==> config.mk <==
export PLATFORM = sky130hd
export DESIGN_NAME = itc_b04_flat
export DESIGN_NICKNAME = d
export VERILOG_FILES = /design/src/rtl/itc_b04_pkg.sv /design/src/rtl/itc_b04_if.sv /design/src/rtl/itc_b04_avg.sv /design/src/rtl/itc_b04.sv /design/src/flat_wrapper.sv
export SDC_FILE = /design/constraint.sdc
export NUM_CORES = 1
export LEC_CHECK = 0
export CORE_MARGIN = 4
export CORE_UTILIZATION = 53
export CTS_CLUSTER_SIZE = 10
export DETAILED_ROUTE_END_ITERATION = 8
export HOLD_SLACK_MARGIN = 0.12
export PLACE_DENSITY = 0.79
export SETUP_SLACK_MARGIN = 0.4
export SYNTH_ARGS = -nofsm -noshare
export SYNTH_HDL_FRONTEND = slang
export SYNTH_SLANG_ARGS = --single-unit
==> constraint.sdc <==
create_clock -name CLOCK -period 6.75 [get_ports CLOCK]
set_input_delay 1.0125 -clock CLOCK [delete_from_list [all_inputs] [get_ports CLOCK]]
set_output_delay 1.0125 -clock CLOCK [all_outputs]
set_load 0.05 [all_outputs]
**Signal wires by layer**

Drawn at 4 px/um. Two of the layers only.
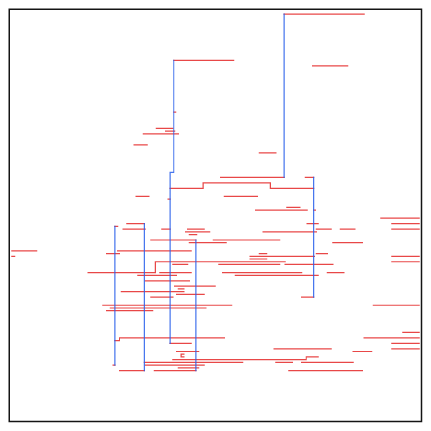
legend:
  blue:
    layer: metal 4
    wire_length: 246 um
  red:
    layer: metal 3
    wire_length: 837 um
via count: 4217
Global Route Usage Sum: 23.4%
average wire per standard cell: 17.1 um

**Metal 3**

Drawn at 3 px/um. Cells faint in the background.
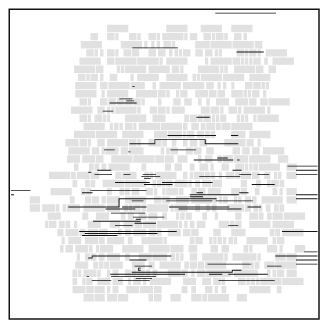
main direction: horizontal
longest straight run: 33.4 um
met3 GRT Util: 4.19%
final wirelength: 11.7 mm

==> deck_impl_summary.md <==
Synthesis and Place & Route Summary

Pwr
  – Combinational group share of total power: 32.8%
  – Internal power consumption: ~0.00071 W
  – Clock group: about 0.00031 W
  – PwrDens: between 200 and 250 nW/um^2
  – Power share of the clock group: a little over a quarter
  – P_seq: 0.000459 W

STA
  – Share of the cycle needed by the critical path after routing: 50.9%
  – Post-route minimum period: approximately 3400 ps
  – Final Skew: between 10 and 15 ps
  – Final hold slack: ~520 ps
  – Post-Route Setup TNS: 0 ps
  – Final number of setup-violating endpoints: 0
  – Min setup slack post-route: about 3300 ps

Detailed routing
  – Number of optimization iterations in the first detailed-route pass: 5
  – Detail Route met2 WL: about 5.3 mm
  – Highest metal layer with signal wires: met4

Placed design
  – Total placed cells including tap cells: between 600 and 700
  – # port buffers: 23
  – Worst Setup Slack post-DPL: 3120 ps
  – Post-detailed-placement cell area: 4960 sq um

Synth
  – Adder Share, Synth: between 10% and 20%
  – Post-synthesis share of cell area spent on xor and xnor gates: 1.47%
  – Multiplexer area fraction after synthesis: approximately 2.1%
  – Cell total in the yosys stat output: ~570
  – Yosys-reported design area after synthesis: about 4800 sq um
  – Post-synth top cells: 73 x nor2_1, 66 x dfxtp_1, 60 x inv_1
  – Post-synthesis instance area: ~4800 sq um
  – Gate count of the mapped netlist: roughly 570
  – Average size of a mapped cell: 8.37 sq um
  – Top cells by area: dfxtp_1 28%, ha_1 7.6%, fa_1 7.6%
  – Main flop type: dfxtp_1
  – Comb area leader: AND-OR/OR-AND gates
  – Register area share after synthesis: between 20 and 30%
  – Number of nets in the synthesized netlist: between 600 and 700

Clock network
  – Clock transition at path regs: ~80 ps
  – Library cell used as clock root buffer: clkbuf_8
  – Clock buffer depth: 2
  – Quantity of gates resized following cts: 0
  – Clock insertion delay at the later pin of the skew report: 360 ps
  – Post-CTS Setup Bufs: 0

Layout
  – Area of the multi-input gates: a little over 3000 sq um
  – Diode insertion count for antenna repair: 0
  – Net count of the finished layout: between 600 and 700
  – Fill count: approximately 770
  – Comb_multi_in: a little over 400
  – Footprint of the flip-flops and latches: around 1300 sq um
  – Number of sequential storage elements: 66
  – Number of clock buffers in the layout: 9
  – Number of buffers other than clock buffers in the final layout: 25
  – Area growth syn-to-layout: 8.03%
  – Layout inverter count without the clock tree: around 60

GRT
  – Maximum number of pins on one net before global-route repair: ~85
  – Wire length of the first global-routing pass: roughly 19 mm
  – Most heavily used metal layer in global routing: met2
  – Gr ovfl total: 0
  – Met1 usage: 34.1%
  – Initial antenna violation count: 0

Floorplan
  – Width of the chip: 103 um
  – Std-Cell Rows: 34
  – Number of ports placed on the die boundary: 24
  – Vertical extent of the die: between 100 and 150 um
  – Starting Density: 54.5%
  – Tap cells: 108

Outcome
  – Run status: completed

Critical path
  – Minimum setup slack among reg-to-reg paths: ~3300 ps
  – Cell with the biggest individual delay on the critical path: nor2_2
  – Worst R2R Path Depth: 6
  – Most prevalent standard cell on the critical path: nor2_2
  – Maximum fanout count along the critical path: 26
  – Crit path DAT: around 3700 ps
  – CP Buf/Inv Count: 0
  – Critical Path Sink Type: flip-flop
  – Slowest cell delay on critical path: approximately 900 ps

Run
  – OpenROAD warning count: 26

Min path
  – Path category of the worst min-delay check: reg2reg
  – Count of cells along the worst hold path: 2
Power is estimated from default activity; no workload was simulated.
